Figure 1. Cells colored by class (run 1).
(2 px per um) Fill, decap, tap and diode cells in gray.
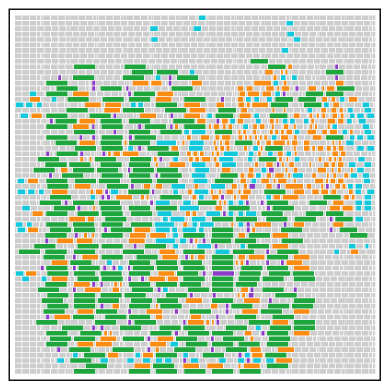
Figure 2. Clock distribution (run 1).
(3 px per um)
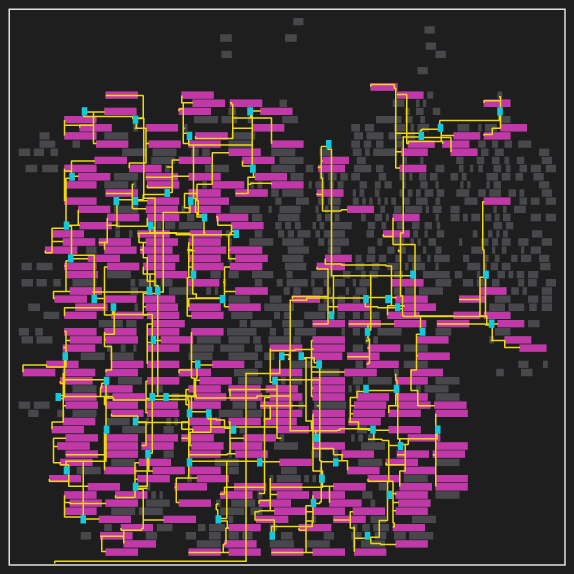
Figure 3. Clock nets (run 1).
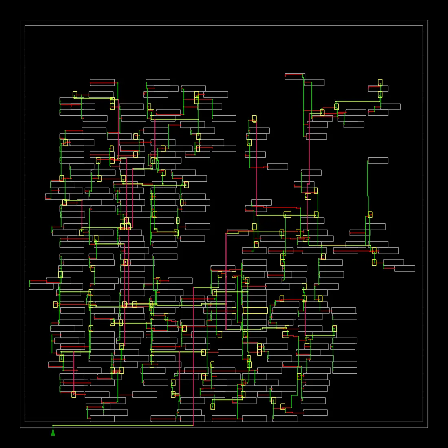
--- src/rtl/jtdsp16_cache.sv ---
// Instruction cache and loop sequencer for the DSP16 `do K {} N` / `redo N` forms.
// The first pass forwards and captures ROM words; later passes replay them with the PC frozen.
module jtdsp16_cache #(
    parameter int unsigned DEPTH = 15,
    parameter int unsigned IW    = 16,
    parameter int unsigned NW    = 7,
    parameter int unsigned KW    = 4
) (
    input  logic          clk,
    input  logic          rst_n,
    input  logic          cen,
    input  logic          do_start,
    input  logic          redo_start,
    input  logic [KW-1:0] k_in,
    input  logic [NW-1:0] n_in,
    input  logic [IW-1:0] rom_din,
    input  logic          rom_valid,
    output logic [IW-1:0] ins_out,
    output logic          ins_valid,
    output logic          from_cache,
    output logic          pc_halt,
    output logic          busy,
    output logic          loop_done,
    output logic          cerr,
    output logic [NW-1:0] cloop
);

    localparam int unsigned AW = (DEPTH > 1) ? $clog2(DEPTH) : 1;
    localparam logic [KW-1:0] K_ONE = KW'(1);
    localparam logic [NW-1:0] N_ONE = NW'(1);

    typedef enum logic [1:0] {
        IDLE,
        FILL,
        LOOP
    } state_t;

    state_t        state, state_nxt;
    logic [KW-1:0] k_q, k_nxt;
    logic [NW-1:0] n_q, n_nxt;
    logic [KW-1:0] wr_ptr, wr_nxt;
    logic [KW-1:0] rd_ptr, rd_nxt;
    logic [NW-1:0] cloop_nxt;
    logic          cache_valid, cache_valid_nxt;
    logic          mem_we;
    logic [KW-1:0] k_last;
    logic          do_bad;
    logic          redo_bad;

    logic [IW-1:0] mem [DEPTH];

    // Distributed RAM: synchronous write, asynchronous read, contents survive reset
    always_ff @(posedge clk) begin
        if (mem_we) begin
            mem[AW'(wr_ptr)] <= rom_din;
        end
    end

    always_ff @(posedge clk or negedge rst_n) begin
        if (!rst_n) begin
            state       <= IDLE;
            k_q         <= '0;
            n_q         <= '0;
            wr_ptr      <= '0;
            rd_ptr      <= '0;
            cloop       <= '0;
            cache_valid <= 1'b0;
        end else begin
            state       <= state_nxt;
            k_q         <= k_nxt;
            n_q         <= n_nxt;
            wr_ptr      <= wr_nxt;
            rd_ptr      <= rd_nxt;
            cloop       <= cloop_nxt;
            cache_valid <= cache_valid_nxt;
        end
    end

    assign k_last   = k_q - K_ONE;
    assign do_bad   = (k_in == '0) || (k_in > KW'(DEPTH)) || (n_in == '0);
    assign redo_bad = !cache_valid || (n_in == '0);

    // Next-state and datapath steering
    always_comb begin
        state_nxt       = state;
        k_nxt           = k_q;
        n_nxt           = n_q;
        wr_nxt          = wr_ptr;
        rd_nxt          = rd_ptr;
        cloop_nxt       = cloop;
        cache_valid_nxt = cache_valid;
        mem_we          = 1'b0;
        ins_out         = rom_din;
        ins_valid       = rom_valid;
        from_cache      = 1'b0;
        pc_halt         = 1'b0;
        busy            = 1'b0;
        loop_done       = 1'b0;
        cerr            = 1'b0;

        case (state)
            IDLE: begin
                if (cen) begin
                    // do has priority over a simultaneous redo
                    if (do_start) begin
                        if (do_bad) begin
                            cerr = 1'b1;
                        end else begin
                            k_nxt           = k_in;
                            n_nxt           = n_in;
                            wr_nxt          = '0;
                            cache_valid_nxt = 1'b0;
                            state_nxt       = FILL;
                        end
                    end else if (redo_start) begin
                        if (redo_bad) begin
                            cerr = 1'b1;
                        end else begin
                            cloop_nxt = n_in;
                            rd_nxt    = '0;
                            state_nxt = LOOP;
                        end
                    end
                end
            end

            FILL: begin
                busy = 1'b1;
                if (cen && rom_valid) begin
                    mem_we = 1'b1;
                    wr_nxt = wr_ptr + K_ONE;
                    if (wr_ptr == k_last) begin
                        cache_valid_nxt = 1'b1;
                        cloop_nxt       = n_q - N_ONE;
                        rd_nxt          = '0;
                        if (n_q == N_ONE) begin
                            loop_done = 1'b1;
                            state_nxt = IDLE;
                        end else begin
                            state_nxt = LOOP;
                        end
                    end
                end
            end

            LOOP: begin
                busy       = 1'b1;
                pc_halt    = 1'b1;
                from_cache = 1'b1;
                ins_out    = mem[AW'(rd_ptr)];
                ins_valid  = 1'b1;
                if (cen) begin
                    if (rd_ptr == k_last) begin
                        rd_nxt    = '0;
                        cloop_nxt = cloop - N_ONE;
                        if (cloop == N_ONE) begin
                            loop_done = 1'b1;
                            state_nxt = IDLE;
                        end
                    end else begin
                        rd_nxt = rd_ptr + K_ONE;
                    end
                end
            end

            default: begin
                state_nxt = IDLE;
            end
        endcase
    end

endmodule
--- config.mk ---
export PLATFORM = sky130hd
export DESIGN_NAME = jtdsp16_cache
export DESIGN_NICKNAME = d
export VERILOG_FILES = /design/src/rtl/jtdsp16_cache.sv
export SDC_FILE = /design/constraint.sdc
export NUM_CORES = 1
export LEC_CHECK = 0
export CAP_MARGIN = 15
export CELL_PAD_IN_SITES_DETAIL_PLACEMENT = 1
export CELL_PAD_IN_SITES_GLOBAL_PLACEMENT = 1
export CORE_MARGIN = 2
export CORE_UTILIZATION = 35
export CTS_BUF_LIST = sky130_fd_sc_hd__clkbuf_2
export CTS_CLUSTER_SIZE = 24
export DETAILED_ROUTE_END_ITERATION = 6
export PLACE_DENSITY = 0.66
export SLEW_MARGIN = 20
export SYNTH_ARGS = -nofsm -noshare
export SYNTH_HDL_FRONTEND = slang
export SYNTH_SLANG_ARGS = --single-unit
--- constraint.sdc ---
create_clock -name clk -period 2.7 [get_ports clk]
set_input_delay 0.405 -clock clk [delete_from_list [all_inputs] [get_ports clk]]
set_output_delay 0.405 -clock clk [all_outputs]
set_load 0.02 [all_outputs]
==> results.sh, run 1 <==
# flow metrics
export IMPL_top_area_cell="edfxtp_1"
export IMPL_outcome="finished, violations left"
export IMPL_die_w_um=185
export IMPL_finalCriticalPeriod_ns=3.48
export IMPL_grt_max_degree=32
export IMPL_yosys_warnings=0
export IMPL_endpoint_kind="output pin"
export IMPL_rsz0062_at_grt="true"
export IMPL_synthCells=629
export IMPL_crit_start="rd_ptr[0]"
export IMPL_worstPathRequired_ns=2.30
export IMPL_grt_pass1_wl_um=44000
export IMPL_use_met1_pct=23.3
export IMPL_synth_seq_cells=269
export IMPL_cap_violations=0
export IMPL_die_y_um=185
export IMPL_vias_per_cell=5.08
export IMPL_setup_viol=17
export IMPL_area_delta_synth_final_pct=25.2
export IMPL_drtIter0Drc=330
export IMPL_syn_area_um2=11400
export IMPL_min_path_type="in2reg"
export IMPL_post_cts_buffers=12
export IMPL_totalWireLength_um=28900
export IMPL_cp_endpoint="ins_out[1]"
export IMPL_rrSetupSlack_ns=0.12
export IMPL_crit_chain="buf_12 -> buf_16 -> buf_4 -> mux4_2 -> mux4_2 -> mux2_4 -> buf_6"
export IMPL_mappedNetlistNets=676
export IMPL_slew_violations=0
export IMPL_hold_buffers=1
export IMPL_met1_length_um=12900
export IMPL_drtPass1Iterations=4
export IMPL_setup_slack_ns=-0.779
export IMPL_fp_util_pct=35.3
export IMPL_synth_avg_cell_area_um2=18.2
export IMPL_vias=6691
export IMPL_cpMaxStageDelayCell="dfrtp_4"
export IMPL_synthTopCellsByArea="edfxtp_1 63%, mux4_2 13%, dfrtp_1 6.3%"
export IMPL_clkTransAtPathRegs_ns=0.10
export IMPL_htreeDepth=3
export IMPL_drive_gt1_share_pct=36.8
export IMPL_ys_cells=629
export IMPL_fin_crit_sh_pct=129
export IMPL_use_met2_pct=29.2
export IMPL_grt_pass1_vias=7279
export IMPL_rows=66
export IMPL_max_slew_margin_pct=60.8
export IMPL_grt_overflow_total=0
export IMPL_violations="negative setup slack"
export IMPL_antenna_found_initial=2
export IMPL_cp_start_kind="flop"
export IMPL_ys_chip_area_um2=11400
export IMPL_grt_util_met3_pct=2.93
export IMPL_cts_tree="done"
export IMPL_ir_drop_mv=0.343
export IMPL_die_area_um2=34100
export IMPL_edf_count=240
export IMPL_fin_hold_ws_ns=0.212
export IMPL_dr_wl_met3_um=1190
export IMPL_cpPeakStageDelay_ns=0.51
export IMPL_cts_root_buf="clkbuf_2"
export IMPL_ys_types=61
export IMPL_cts_buffer_depth=3
export IMPL_highest_layer="met4"
export IMPL_nNetsFinal=882
export IMPL_async_reset_ff_share_pct=10.8
export IMPL_cp_max_fo=7
export IMPL_gp_congestion=0.819
export IMPL_leakage_nw=5.02
export IMPL_core_area_um2=32400
export IMPL_grt_usage_pct=17.6
export IMPL_hpwl_um=17400
export IMPL_drcViolationCount=0
export IMPL_max_freq_mhz=287
export IMPL_ant_nets=0
export IMPL_hold_violations=0
export IMPL_warning_count=36
export IMPL_worst_pin_slew_ns=0.583
export IMPL_top_cell_area_share_pct=63.0
export IMPL_io_pins=62
export IMPL_crit_path_frequent_cell="mux4_2"
export IMPL_p_per_area_nw_per_um2=853
export IMPL_wl_per_cell_um=22.0
export IMPL_p_total_w=0.0122
export IMPL_port_buffer_count=61
export IMPL_reg2reg_depth=8
export IMPL_lay_top_count="edfxtp_1"
export IMPL_final_cell_mix="240 x edfxtp_1, 92 x clkbuf_2, 74 x buf_4, 64 x mux4_2, 39 x clkdlybuf4s50_1"
export IMPL_ff_type="edfxtp_1"
export IMPL_worstSetupPathType="reg2out"
export IMPL_arrival_ns=3.07
export IMPL_wl_met2_um=14200
export IMPL_timing_rr_end="state[1]"
export IMPL_grt_most_used_layer="met2"
export IMPL_cts_resized=133
export IMPL_ys_seq_share_pct=69.4
export IMPL_worstReg2RegStart="rd_ptr[2]"
## Picture notes: Figure 1
class	color	cells
sequential cells	green	269
clock drivers and dummy loads	purple	108
remaining logic cells	orange	328
remaining buffers and delay cells	cyan	167

## Picture notes: Figure 2
[flip-flops] magenta | count: 269
[clock-net drivers] cyan | count: 69
[clock wires] yellow | length: 3680 um
flops lie	all over the die
routed clock nets	70
Latency at later pin: 0.82 ns
Clock group: 0.00261 W
part of the power in the clock network: 21.4%

## Picture notes: Figure 3
total CTS buffers: 69
Sink Count: 269
seq_cells: 269
skew final: 0.0622 ns
# clk buffers: 92

## run 1: synthesized netlist by cell type, types with 3 or more instances
| master | instances |
|---|---|
| mux2_2 | 17 |
| a21oi_1 | 12 |
| and2_1 | 16 |
| nand2_1 | 34 |
| a31oi_1 | 3 |
| o21ai_0 | 13 |
| o31ai_1 | 3 |
| ha_1 | 14 |
| dfrtp_1 | 29 |
| nor3b_1 | 4 |
| mux2i_1 | 22 |
| xor2_1 | 7 |
| o21ai_1 | 12 |
| nand3_1 | 5 |
| nor2_1 | 9 |
| mux4_2 | 64 |
| edfxtp_1 | 240 |
| nor4_1 | 5 |
| o21a_1 | 3 |
| buf_2 | 7 |
| o221ai_1 | 3 |
| mux2_1 | 7 |
| nor3_1 | 10 |
| clkbuf_1 | 20 |
| xnor2_1 | 4 |
| mux2_4 | 4 |
| inv_1 | 19 |
## run 1: worst min path at each step
stage               slack, ns        from          end  cells after the start
global placement         0.52      n_q[6]       n_q[6]                      1
global route             0.15  rom_din[6]    mem[0][6]                      1
detailed placement       0.52      n_q[6]       n_q[6]                      1
floorplan                0.11       rst_n  cache_valid                      0
CTS                      0.09  rom_din[6]    mem[0][6]                      1
finish                   0.21  rom_din[6]    mem[0][6]                      1
## run 1: sequential cells by signal, indices dropped and copies added (netlist names)
name / count
rd_ptr: 4
cloop: 7
n_q: 7
mem: 240
cache_valid: 1
k_q: 4
state: 2
wr_ptr: 4
## run 1: stage by stage
step                      utilization (%)  setup TNS (ns)  instance area, um2  std cells  setup WS, ns
final                                44.2          -11.19               14300       1316        -0.779
after global routing                 44.2          -13.45               14300       1316        -0.906
after CTS                            44.2          -12.89               14300       1314        -0.830
after detailed placement             41.3           -4.06               13400       1189        -0.282
after global placement               41.3           -3.64               13400       1189        -0.243
after floorplan                         -               0               11400        629        0.0110
## run 1: layout make-up
cell class / count / area (um2)
antenna: 2 / 5.00
clock buffer: 92 / 460
clock inverter: 16 / 100
fill: 3264 / 18100
inverter: 20 / 75.1
multi-input combinational: 308 / 3370
sequential: 269 / 7940
tap: 442 / 553
timing repair buffer: 167 / 1810
## run 1: power breakdown
group | switching [W] | internal [W] | leakage (nW) | total, W
clock network | 0.00160 | 0.00101 | 0.427 | 0.00261
logic | 0.00216 | 0.00245 | 2.08 | 0.00461
registers | 0.000251 | 0.00474 | 2.52 | 0.00499
total | 0.00401 | 0.00820 | 5.02 | 0.0122
## run 1: logic make-up (layout without fill, tap and decap cells)
group | count (synthesis) | in the layout | share of synthesized area (%)
AOI/OAI and AO/OA | 69 | 69 | 3.91
xor gates and xnor gates | 14 | 14 | 1.39
adders and majority gates | 14 | 14 | 1.53
buffers and inverters | 52 | 295 | 1.95
DFF | 269 | 269 | 69.4
muxes | 114 | 114 | 17.4
other | 0 | 2 | 0
and+or+nand+nor | 97 | 97 | 4.45
## run 1: worst max-delay path: cells and delay by family (launching register included)
kind | cells | cell delay (ns)
buf+inv | 4 | 0.57
flops | 1 | 0.51
mux | 3 | 1.23
==> inputs of run 2 (changes only) <==
- SKIP_LAST_GASP: not set -> 1
Figure 4. Local utilization (run 2).
(1.5 px per um) 18 x 18 tiles, from black (low) to pale yellow (high), 0 to 100% covered.
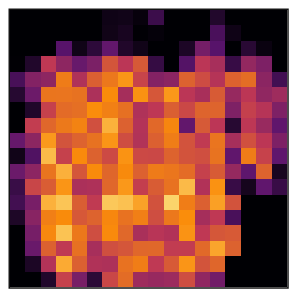
nearly empty tiles	20%
tiles over 75% full	8.3%
fullest tile	91%
mean over tiles	40%
fp util: 35.3%
post-layout util: 44.1%
core area: 32400 um2

Figure 5. Layout detail (run 2).
Window x 80 to 105, y 80 to 105 um. Cells in gray, sequential cells in the stronger gray; small squares are vias.
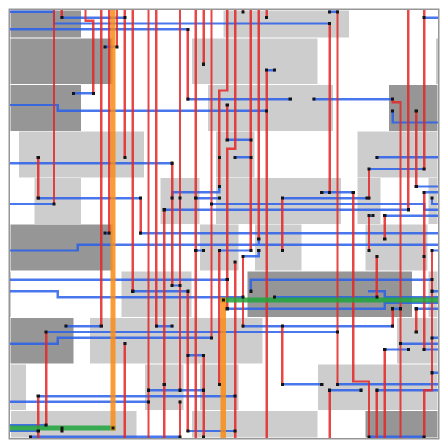
layer	color
M3	green
M1	blue
M2	red
M4	orange
most frequent	buf_12 (9), and2_1 (5)
cells with their middle in the window	24
netlist names of flops here include	`mem` (2), `rd_ptr` (1)
sequential cells in the window	3

==> run 2 against run 1 <==
Compared with the run above:
- the run still ends with negative setup slack left
- via count is 0.15% higher
- routed wire length grew 0.14%
- worst setup slack worse by 0.013 ns
- first-iteration DRC count rose by 6.7%
- area after synthesis stayed put
- sequential power is essentially flat
- die size unchanged
- count of clock-buffer cells in the layout stayed put
- largest cell class unchanged
- highest routed layer unchanged
==> results.sh, run 2 <==
# flow metrics
export IMPL_top_cell_area_share_pct=63.0
export IMPL_grt_usage_pct=17.6
export IMPL_ant_nets=0
export IMPL_max_slew_margin_pct=60.4
export IMPL_setup_viol=17
export IMPL_ir_drop_mv=0.342
export IMPL_reg_top3="mem (240), cloop (7), n_q (7)"
export IMPL_synth_avg_cell_area_um2=18.2
export IMPL_regMostFlops="mem"
export IMPL_p_per_area_nw_per_um2=852
export IMPL_die_w_um=185
export IMPL_leakage_nw=5.01
export IMPL_combPwrFrac_pct=37.5
export IMPL_arrival_ns=3.09
export IMPL_cts_buffer_depth=3
export IMPL_reg2reg_depth=8
export IMPL_min_path_type="in2reg"
export IMPL_largest_reg_flops=240
export IMPL_synthCells=629
export IMPL_holdPathEnd="mem[0][6]"
export IMPL_io_pins=62
export IMPL_worst_pin_slew_ns=0.588
export IMPL_worstSetupPathType="reg2out"
export IMPL_ys_types=61
export IMPL_ys_top_cells_by_count="240 x edfxtp_1, 64 x mux4_2, 34 x nand2_1"
export IMPL_ys_cells=629
export IMPL_die_y_um=185
export IMPL_ys_seq_share_pct=69.4
export IMPL_p_int_w=0.00817
export IMPL_grt_pass1_wl_um=44000
export IMPL_violations="negative setup slack"
export IMPL_synth_seq_cells=269
export IMPL_cp_max_fo=7
export IMPL_totalWireLength_um=29000
export IMPL_rrSetupSlack_ns=0.11
export IMPL_mappedNetlistNets=676
export IMPL_endpoint_kind="output pin"
export IMPL_yosys_warnings=0
export IMPL_timing_rr_end="state[1]"
export IMPL_max_freq_mhz=286
export IMPL_clock_latency_ns=0.83
export IMPL_fin_cells=1316
export IMPL_drtIter0Drc=352
export IMPL_lay_top_count="edfxtp_1"
export IMPL_worstReg2RegStart="rd_ptr[2]"
export IMPL_drcViolationCount=0
export IMPL_port_buffer_count=61
export IMPL_fin_skew_ns=0.0622
export IMPL_nNetsFinal=882
export IMPL_ff_type="edfxtp_1"
export IMPL_fin_crit_sh_pct=129
export IMPL_die_area_um2=34100
export IMPL_dp_slack_ns=-0.282
export IMPL_cts_tree="done"
export IMPL_setup_slack_ns=-0.791
export IMPL_grt_pass1_vias=7280
export IMPL_cp_start_kind="flop"
export IMPL_edf_count=240
export IMPL_vias_per_cell=5.09
export IMPL_final_cell_mix="240 x edfxtp_1, 94 x clkbuf_2, 74 x buf_4, 64 x mux4_2, 39 x clkdlybuf4s50_1"
export IMPL_warning_count=36
export IMPL_worstPathRequired_ns=2.30
export IMPL_numCtsBuffers=69
export IMPL_async_reset_ff_share_pct=10.8
export IMPL_wl_per_cell_um=22.0
export IMPL_swShare_pct=32.9
export IMPL_area_delta_synth_final_pct=25.0
export IMPL_hpwl_um=17400
export IMPL_cts_root_buf="clkbuf_2"
export IMPL_rsz0062_at_grt="true"
export IMPL_clock_sinks=269
export IMPL_top_area_cell="edfxtp_1"
export IMPL_drive_gt1_share_pct=37.0
export IMPL_ys_chip_area_um2=11400
export IMPL_fin_area_um2=14300
export IMPL_outcome="finished, violations left"
export IMPL_vias=6701
export IMPL_antenna_found_initial=2
Figure 6. Clock distribution (run 2).
(3 px per um)
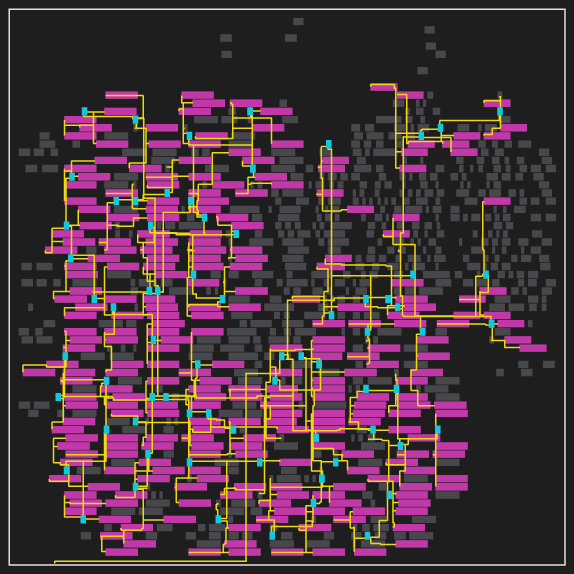
[clock wires] yellow | length: 3690 um
[flip-flops] magenta | count: 269
[clock-net drivers] cyan | count: 69
routed clock nets	70

==> run 2: worst max path at each step <==
stage | from | to | cells past startpoint
global placement | rd_ptr[0] | ins_out[14] | 5
finish | rd_ptr[0] | ins_out[1] | 7
floorplan | rd_ptr[0] | ins_out[11] | 8
detailed placement | rd_ptr[0] | ins_out[10] | 5
CTS | rd_ptr[0] | ins_out[2] | 7
global route | rd_ptr[0] | ins_out[2] | 7
==> run 2: area by class of cell <==
cell class | count | area, um2
clock inverters | 16 | 100
multi-input cells | 308 | 3370
clock buffers | 92 | 460
fillers | 3260 | 18100
flip-flops and latches | 269 | 7940
well taps | 442 | 553
repair buffers | 167 | 1790
inverters | 20 | 75.1
diodes | 2 | 5.00
==> run 2: metal layers <==
metal	GRT usage [%]	up-vias	part of all wire [%]
li1	-	2962	-
met1	23.3	3518	45
met2	29.2	175	49
met3	2.93	46	3.9
met4	6.35	0	2.2
met5	0	-	0
==> run 2: through the flow <==
step	utilization, %	hold slack, ns	TNS, ns
finish	44.1	0.216	-11.51
CTS	44.2	0.0935	-13.09
global placement	41.3	0.523	-3.64
floorplan	-	0.109	0
global route	44.1	0.149	-13.57
detailed placement	41.3	0.524	-4.06
==> run 2: power by group through the flow <==
stage | Clock (W) | Combinational (W) | Sequential, W
floorplan | 0 | 0.00260 | 0.00507
global placement | 0 | 0.00403 | 0.00507
detailed placement | 0 | 0.00413 | 0.00509
CTS | 0.00272 | 0.00463 | 0.00499
global route | 0.00289 | 0.00491 | 0.00503
finish | 0.00262 | 0.00457 | 0.00499
==> run 2: cell families (layout without fill, tap and decap cells) <==
group / count (synthesis) / in the layout / synth area share [%]
adders and majority gates: 14 / 14 / 1.53
AOI/OAI and AO/OA: 69 / 69 / 3.91
buffers and inverters: 52 / 295 / 1.95
DFF: 269 / 269 / 69.4
other: 0 / 2 / 0
xor gates and xnor gates: 14 / 14 / 1.39
muxes: 114 / 114 / 17.4
and+or+nand+nor: 97 / 97 / 4.45
==> run 2: timing repair <==
item                       in CTS  in global routing
hold endpoints to repair       29                  0
setup endpoints to repair      23                 21
setup buffers                  12                  4
cloned                          4                  0
hold buffers                    1                  0
gates resized                 130                 17
pin swaps                       5                  1
==> run 2: worst max-delay path: stages (launching register included) <==
cell and delay [ns]:
dfrtp_4 0.51, buf_12 0.17, buf_16 0.14, buf_4 0.13, mux4_2 0.43, mux4_2 0.51
mux2_4 0.29, buf_6 0.13
Power and IR drop assume default switching activity.
